## src/rtl/mux16_to_1.sv

```systemverilog
// Registered 16-to-1 selector built as a four-level tree of 2-to-1 stages,
// with an optional mid-tree register after the 4:1 point (PIPE_STAGES=2).
module mux16_to_1 #(
  parameter int WIDTH       = 1,
  parameter int PIPE_STAGES = 1
) (
  input  logic                  clk,
  input  logic                  reset_n,
  input  logic [16*WIDTH-1:0]   in,
  input  logic [3:0]            sel,
  input  logic                  in_valid,
  output logic [WIDTH-1:0]      out,
  output logic                  out_valid
);

  function automatic logic [WIDTH-1:0] mux2(input logic [WIDTH-1:0] a,
                                            input logic [WIDTH-1:0] b,
                                            input logic             s);
    return s ? b : a;
  endfunction

  logic [7:0][WIDTH-1:0] lvl1_s;
  logic [3:0][WIDTH-1:0] lvl2_s;
  logic [3:0][WIDTH-1:0] lvl2_q_s;
  logic [1:0][WIDTH-1:0] lvl3_s;
  logic [WIDTH-1:0]      lvl4_s;
  logic [1:0]            sel_hi_q_s;
  logic                  valid_q_s;

  // tree levels 1 and 2 (sel[0], sel[1])
  always_comb begin
    lvl1_s = '0;
    lvl2_s = '0;
    for (int i = 0; i < 8; i++) begin
      lvl1_s[i] = mux2(in[(2*i)*WIDTH +: WIDTH], in[(2*i+1)*WIDTH +: WIDTH], sel[0]);
    end
    for (int j = 0; j < 4; j++) begin
      lvl2_s[j] = mux2(lvl1_s[2*j], lvl1_s[2*j+1], sel[1]);
    end
  end

  generate
    if (PIPE_STAGES == 2) begin : g_pipe2
      logic [3:0][WIDTH-1:0] lvl2_r;
      logic [1:0]            sel_hi_r;
      logic                  valid_mid_r;

      // mid-tree register; sel[3:2] travels with the 4:1 results
      always_ff @(posedge clk or negedge reset_n) begin
        if (!reset_n) begin
          lvl2_r      <= '0;
          sel_hi_r    <= 2'b00;
          valid_mid_r <= 1'b0;
        end else begin
          valid_mid_r <= in_valid;
          if (in_valid) begin
            lvl2_r   <= lvl2_s;
            sel_hi_r <= sel[3:2];
          end
        end
      end

      assign lvl2_q_s   = lvl2_r;
      assign sel_hi_q_s = sel_hi_r;
      assign valid_q_s  = valid_mid_r;
    end else if (PIPE_STAGES == 1) begin : g_pipe1
      assign lvl2_q_s   = lvl2_s;
      assign sel_hi_q_s = sel[3:2];
      assign valid_q_s  = in_valid;
    end else begin : g_bad_pipe
      $error("mux16_to_1: PIPE_STAGES must be 1 or 2");
    end
  endgenerate

  // tree levels 3 and 4 (sel[2], sel[3])
  always_comb begin
    lvl3_s    = '0;
    lvl3_s[0] = mux2(lvl2_q_s[0], lvl2_q_s[1], sel_hi_q_s[0]);
    lvl3_s[1] = mux2(lvl2_q_s[2], lvl2_q_s[3], sel_hi_q_s[0]);
    lvl4_s    = mux2(lvl3_s[0], lvl3_s[1], sel_hi_q_s[1]);
  end

  // output register; data held while no valid request arrives
  always_ff @(posedge clk or negedge reset_n) begin
    if (!reset_n) begin
      out       <= '0;
      out_valid <= 1'b0;
    end else begin
      out_valid <= valid_q_s;
      if (valid_q_s) begin
        out <= lvl4_s;
      end
    end
  end

endmodule

```

## config.mk

```make
export PLATFORM = sky130hd
export DESIGN_NAME = mux16_to_1
export DESIGN_NICKNAME = d
export VERILOG_FILES = /design/src/rtl/mux16_to_1.sv
export SDC_FILE = /design/constraint.sdc
export NUM_CORES = 1
export LEC_CHECK = 0
export CELL_PAD_IN_SITES_DETAIL_PLACEMENT = 0
export CELL_PAD_IN_SITES_GLOBAL_PLACEMENT = 1
export CORE_MARGIN = 2
export CORE_UTILIZATION = 14
export DETAILED_ROUTE_END_ITERATION = 8
export PLACE_DENSITY = 0.7
export SETUP_SLACK_MARGIN = 0.3
export SLEW_MARGIN = 0
export SYNTH_ARGS = -nofsm -noshare
export SYNTH_HDL_FRONTEND = slang
export SYNTH_SLANG_ARGS = --single-unit
```

## constraint.sdc

```tcl
create_clock -name clk -period 0.8 [get_ports clk]
set_input_delay 0.16 -clock clk [delete_from_list [all_inputs] [get_ports clk]]
set_output_delay 0.16 -clock clk [all_outputs]
set_load 0.005 [all_outputs]
```

Fig. 1: drive-strength map
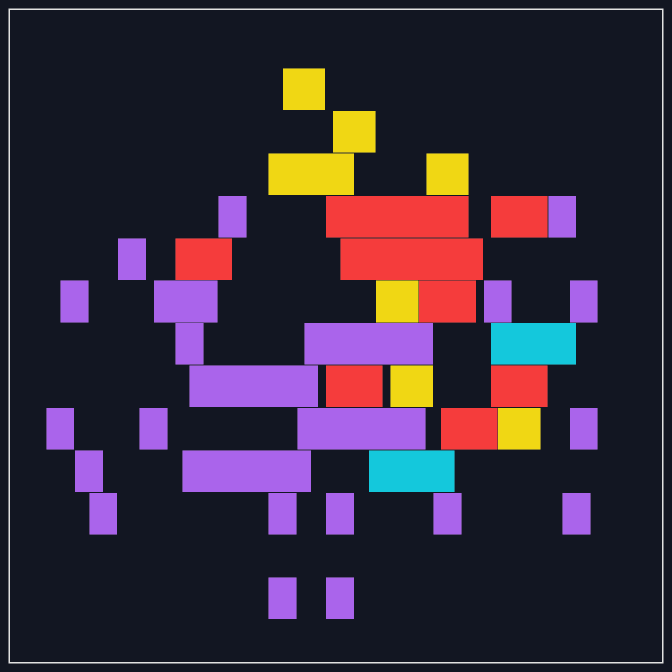
| size | colour | cells | share |
|---|---|---|---|
| _0 and _1 cells | red | 8 | 20% |
| _2 cells | purple | 23 | 57% |
| _6 and larger | cyan | 2 | 5.0% |
| _3 and _4 cells | yellow | 7 | 18% |

==> results.sh <==
# source this file to load flow results
export IMPL_topCellsByArea="mux4_1 53%, dfrtp_1 25%, mux2i_1 15%"
export IMPL_yosysTopAreaCellShare=0.5250
export IMPL_cts_resized_gates=75
export IMPL_hold_violations=0
export IMPL_p_leak_uw=0.0002051
export IMPL_fillerInstances=141
export IMPL_slowest_delay_ns=0.48
export IMPL_p_int_uw=418.1
export IMPL_finalClockSkew_ns=0
export IMPL_drc_errors=0
export IMPL_synth_seq_share=0.2500
export IMPL_violations="setup timing"
export IMPL_die_size_y_um=41.82
export IMPL_arrival_ns=1.23
export IMPL_ys_sh_aoi=0
export IMPL_fmax_ghz=0.8816
export IMPL_openroad_warnings=29
export IMPL_startpoint_type="input pin"
export IMPL_slew_viol_final=0
export IMPL_die_area_um2=1748
export IMPL_ys_ff=2
export IMPL_grt_met2_usage=0.1219
export IMPL_wl_met3_um=121
export IMPL_grtUsageMet3=0.07391
export IMPL_fin_ws_ns=-0.3343
export IMPL_min_period_over_period=1.418
export IMPL_hold_slack_ns=0.1077
export IMPL_floorplan_nets=33
export IMPL_top_usage_layer="met1"
export IMPL_routed_top_layer="met3"
export IMPL_layout_top_cell="buf_2"
export IMPL_setup_violations=3
export IMPL_switching_power_uw=107.8
export IMPL_ir_drop_uv=264.4
export IMPL_syn_inst=10
export IMPL_core_um2=1318
export IMPL_netlist_area_um2=200.2
export IMPL_rows=13
export IMPL_syn_to_final_growth_pct=105.0
export IMPL_wl_per_cell_um=13.65
export IMPL_cts_buffers=3
export IMPL_yosysCellCount=10
export IMPL_routabilityCongestion=0.7661
export IMPL_worst_path_most_repeated_cell="mux2i_1"
export IMPL_outcome="finished with violations"
Fig. 2: cell density map
8 x 8 tiles, from dark blue (low) to red (high), 0 to 100% covered.
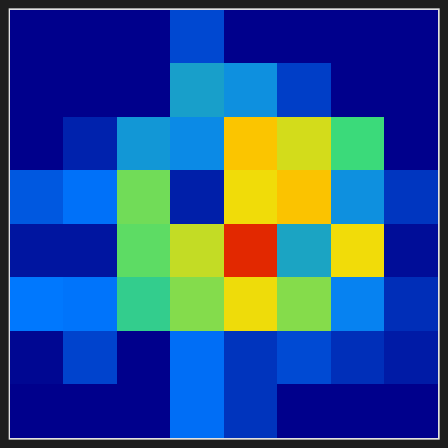
densest ninth of the die: centre
mean over tiles: 22%
fullest tile: 95%
nearly empty tiles: 34%

==> worst max-delay path: cells and delay by family <==
family	cells	cell delay, ns
buffers and inverters	1	0.08
multiplexers	4	1.00
==> power groups by stage <==
stage	registers (uW)	clock network (uW)	logic [uW]
final	120	214	192
after global routing	123	235	209
after CTS	120	237	190
after detailed placement	121	0	238
after global placement	121	0	235
after floorplan	123	0	65.9
==> cell type report <==
class | instances | share of cell area
Timing Repair Buffer | 27 | 0.4482
Multi-Input combinational cell | 8 | 0.3293
Tap cell | 15 | 0.04573
Sequential cell | 2 | 0.1220
Clock buffer | 3 | 0.05488
==> flip-flops by register name, indices dropped and copies added, names as in the netlist <==
signal and cells:
out_valid 1, out 1
==> worst paths after layout <==
kind / from / endpoint / slack (ns) / cells past startpoint
max: sel[0] / out / -0.33 / 5
min: reset_n / out / 0.11 / 1
max reg2reg: out / out / -0.06 / 2
min reg2reg: out / out / 0.59 / 2
max in group asynchronous: reset_n / out_valid / 0.57 / 1
min in group clk: in_valid / out_valid / 0.45 / 1
==> through the flow <==
| step | area [um2] | cells | setup TNS (ns) | setup WS, ns | power (uW) |
|---|---|---|---|---|---|
| global route | 410.4 | 55 | -0.5617 | -0.3878 | 566.4 |
| finish | 410.4 | 55 | -0.4497 | -0.3343 | 525.9 |
| global placement | 459.2 | 51 | -1.427 | -1.085 | 356.5 |
| detailed placement | 459.2 | 51 | -1.423 | -1.082 | 359.7 |
| CTS | 399.1 | 54 | -0.4807 | -0.3340 | 546.8 |
| floorplan | 185.2 | 10 | -0.3975 | -0.3975 | 188.7 |
==> cell usage after synthesis <==
cell type / n
dfrtp_1: 2
mux2i_1: 3
mux4_1: 4
mux2_4: 1
==> logic make-up after synthesis <==
family / count (synthesis)
flip-flops: 2
multiplexers: 8
Power and IR drop assume default switching activity.
